$ cat src/rtl/hex_display_driver.sv
// Eight-digit multiplexed hex display driver with a one-entry input buffer.
// A prescaler paces the digit scan; a new value taken from the producer is
// held in the pending buffer and swapped into the display register only at
// a frame boundary, so a frame is never drawn with a mix of old and new digits.
module hex_display_driver #(
    parameter int DIV      = 50000,
    parameter int BLANK_LZ = 1
) (
    input  logic        clk,
    input  logic        rst,
    input  logic        in_valid,
    input  logic [31:0] in_data,
    output logic        in_ready,
    output logic [7:0]  AN,
    output logic [6:0]  SEG,
    output logic        DP,
    output logic        frame_done
);

    localparam int CW = (DIV > 1) ? $clog2(DIV) : 1;

    logic [CW-1:0] cnt;
    logic [2:0]    idx;
    logic [31:0]   disp;
    logic [31:0]   pend;
    logic          pend_full;
    logic          tick;
    logic          wrap;
    logic          hs;
    logic [31:0]   upper;
    logic [3:0]    nib;
    logic          blank;
    logic [6:0]    seg_raw;

    assign tick = (cnt == CW'(DIV - 1));
    assign wrap = tick && (idx == 3'd7);
    assign hs   = in_valid && in_ready;

    // Prescaler and digit index: idx advances once per DIV clocks.
    always_ff @(posedge clk) begin
        if (!rst) begin
            cnt <= '0;
            idx <= '0;
        end else if (tick) begin
            cnt <= '0;
            idx <= idx + 3'd1;
        end else begin
            cnt <= cnt + 1'b1;
        end
    end

    // Pending buffer and display register. A commit and a handshake can
    // never coincide: a handshake needs an empty buffer, a commit a full one.
    // in_ready is kept as its own register mirroring ~pend_full.
    always_ff @(posedge clk) begin
        if (!rst) begin
            disp      <= '0;
            pend      <= '0;
            pend_full <= 1'b0;
            in_ready  <= 1'b1;
        end else if (wrap && pend_full) begin
            disp      <= pend;
            pend_full <= 1'b0;
            in_ready  <= 1'b1;
        end else if (hs) begin
            pend      <= in_data;
            pend_full <= 1'b1;
            in_ready  <= 1'b0;
        end
    end

    // Frame boundary pulse, one cycle after every wrap edge.
    always_ff @(posedge clk) begin
        if (!rst) frame_done <= 1'b0;
        else      frame_done <= wrap;
    end

    // Digit select and glyph decode; blank when this and all higher nibbles
    // are zero, except for digit 0 so a zero value still shows "0".
    always_comb begin
        upper = disp >> {idx, 2'b00};
        nib   = upper[3:0];
        blank = (BLANK_LZ != 0) && (idx != 3'd0) && (upper == 32'd0);
        case (nib)
            4'h0: seg_raw = 7'h40;
            4'h1: seg_raw = 7'h79;
            4'h2: seg_raw = 7'h24;
            4'h3: seg_raw = 7'h30;
            4'h4: seg_raw = 7'h19;
            4'h5: seg_raw = 7'h12;
            4'h6: seg_raw = 7'h02;
            4'h7: seg_raw = 7'h78;
            4'h8: seg_raw = 7'h00;
            4'h9: seg_raw = 7'h10;
            4'hA: seg_raw = 7'h08;
            4'hB: seg_raw = 7'h03;
            4'hC: seg_raw = 7'h46;
            4'hD: seg_raw = 7'h21;
            4'hE: seg_raw = 7'h06;
            default: seg_raw = 7'h0E;
        endcase
        SEG = blank ? 7'h7F : seg_raw;
        AN  = ~(8'b1 << idx);
        DP  = 1'b1;
    end

endmodule

$ cat config.mk
export PLATFORM = sky130hd
export DESIGN_NAME = hex_display_driver
export DESIGN_NICKNAME = d
export VERILOG_FILES = /design/src/rtl/hex_display_driver.sv
export SDC_FILE = /design/constraint.sdc
export NUM_CORES = 1
export LEC_CHECK = 0
export CORE_UTILIZATION = 55
export CTS_CLUSTER_DIAMETER = 30
export DETAILED_ROUTE_END_ITERATION = 16
export GPL_TIMING_DRIVEN = 1
export PLACE_DENSITY = 0.82
export SYNTH_ARGS = -nofsm -noshare
export SYNTH_HDL_FRONTEND = slang
export SYNTH_SLANG_ARGS = --single-unit
$ cat constraint.sdc
create_clock -name clk -period 6.3 [get_ports clk]
set_input_delay 0.63 -clock clk [delete_from_list [all_inputs] [get_ports clk]]
set_output_delay 0.63 -clock clk [all_outputs]
set_load 0.01 [all_outputs]
==> results.sh <==
# implementation run metrics
export IMPL_status="completed"
export IMPL_grt_ovfl_total=0
export IMPL_path_cells="mux4_2 > mux2i_1 > ha_1 > nand2_1 > or4_4 > o221ai_1 > clkdlybuf4s50_1"
export IMPL_syn_area_per_cell_um2=8.40
export IMPL_period_used=0.772
export IMPL_cap_violations=0
export IMPL_synth_most_common_cell="nand2_1"
export IMPL_postSynthSeqShare=0.415
export IMPL_seq_cell_share=0.355
export IMPL_comb_area_um2=2250
export IMPL_yosysUniqueCellTypes=47
export IMPL_synth_logic_top_family="simple AND/OR/NAND/NOR gates"
export IMPL_met2WireLength_um=3910
export IMPL_hold_viol_final=0
export IMPL_via_count=3380
export IMPL_buffer_area_frac=0.110
export IMPL_grt_max_degree=73
export IMPL_grt_busiest_layer="met2"
export IMPL_met3_usage=0.0448
export IMPL_vdd_drop_max_mv=0.124
export IMPL_chipArea_um2=7890
export IMPL_postPlaceCellArea_um2=4660
export IMPL_power_mw=1.00
export IMPL_gp_congestion=0.880
export IMPL_reg_largest_list="disp (32), pend (32), cnt (16)"
export IMPL_p_sw_mw=0.228
export IMPL_ys_warn_count=0
export IMPL_topCellsByArea="dfxtp_1 42%, nand2_1 14%, a21boi_0 11%"
export IMPL_netSwitchingFraction=0.227
export IMPL_ys_ff=86
export IMPL_edf_count=0
export IMPL_cts_root_buffer="clkbuf_8"
export IMPL_worstMarginPinSlew_ps=1020
export IMPL_fmax_mhz=206
export IMPL_cts_tree="built"
export IMPL_start_kind="register"
export IMPL_num_rows=31
export IMPL_fin_tns_setup_ps=0
export IMPL_core_area_um2=7250
export IMPL_ctsHoldBuffers=0
export IMPL_relSlewSlack=0.317
export IMPL_fin_skew_ps=11.1
export IMPL_wl_met1_um=3900
export IMPL_cts_setup_buffers=0
export IMPL_top_area_cell="dfxtp_1"
export IMPL_cp_num_cells=7
Fig. 1: clock nets
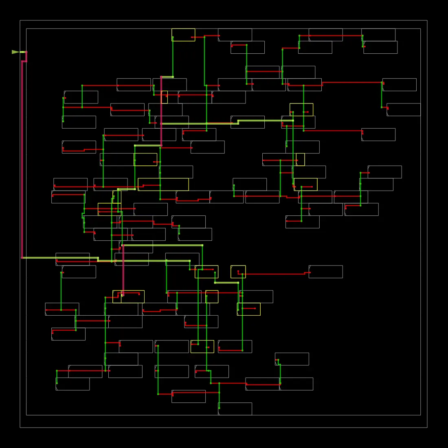
CTS Buf Count: 9
clk_buf instances: 10
latest clock arrival within the worst-skew pair: 350 ps
TritonCTS Sinks: 86

Fig. 2: close-up of the layout
Window x 52 to 82, y 7 to 37 um. Cells in gray, sequential cells in the stronger gray; small squares are vias.
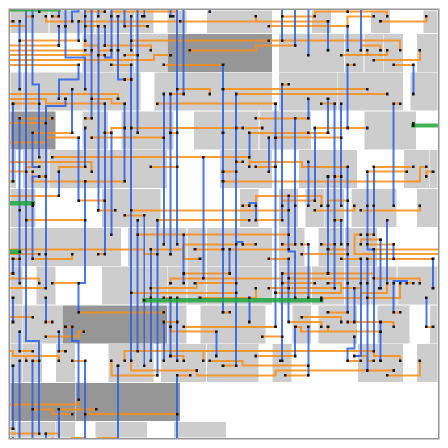
| color | layer |
|---|---|
| blue | M2 |
| orange | M1 |
| green | M3 |
netlist names of flops here include: pend (2)
cells with their middle in the window: 73
sequential cells in the window: 4
most frequent: nand2_1 (17), ha_1 (8)

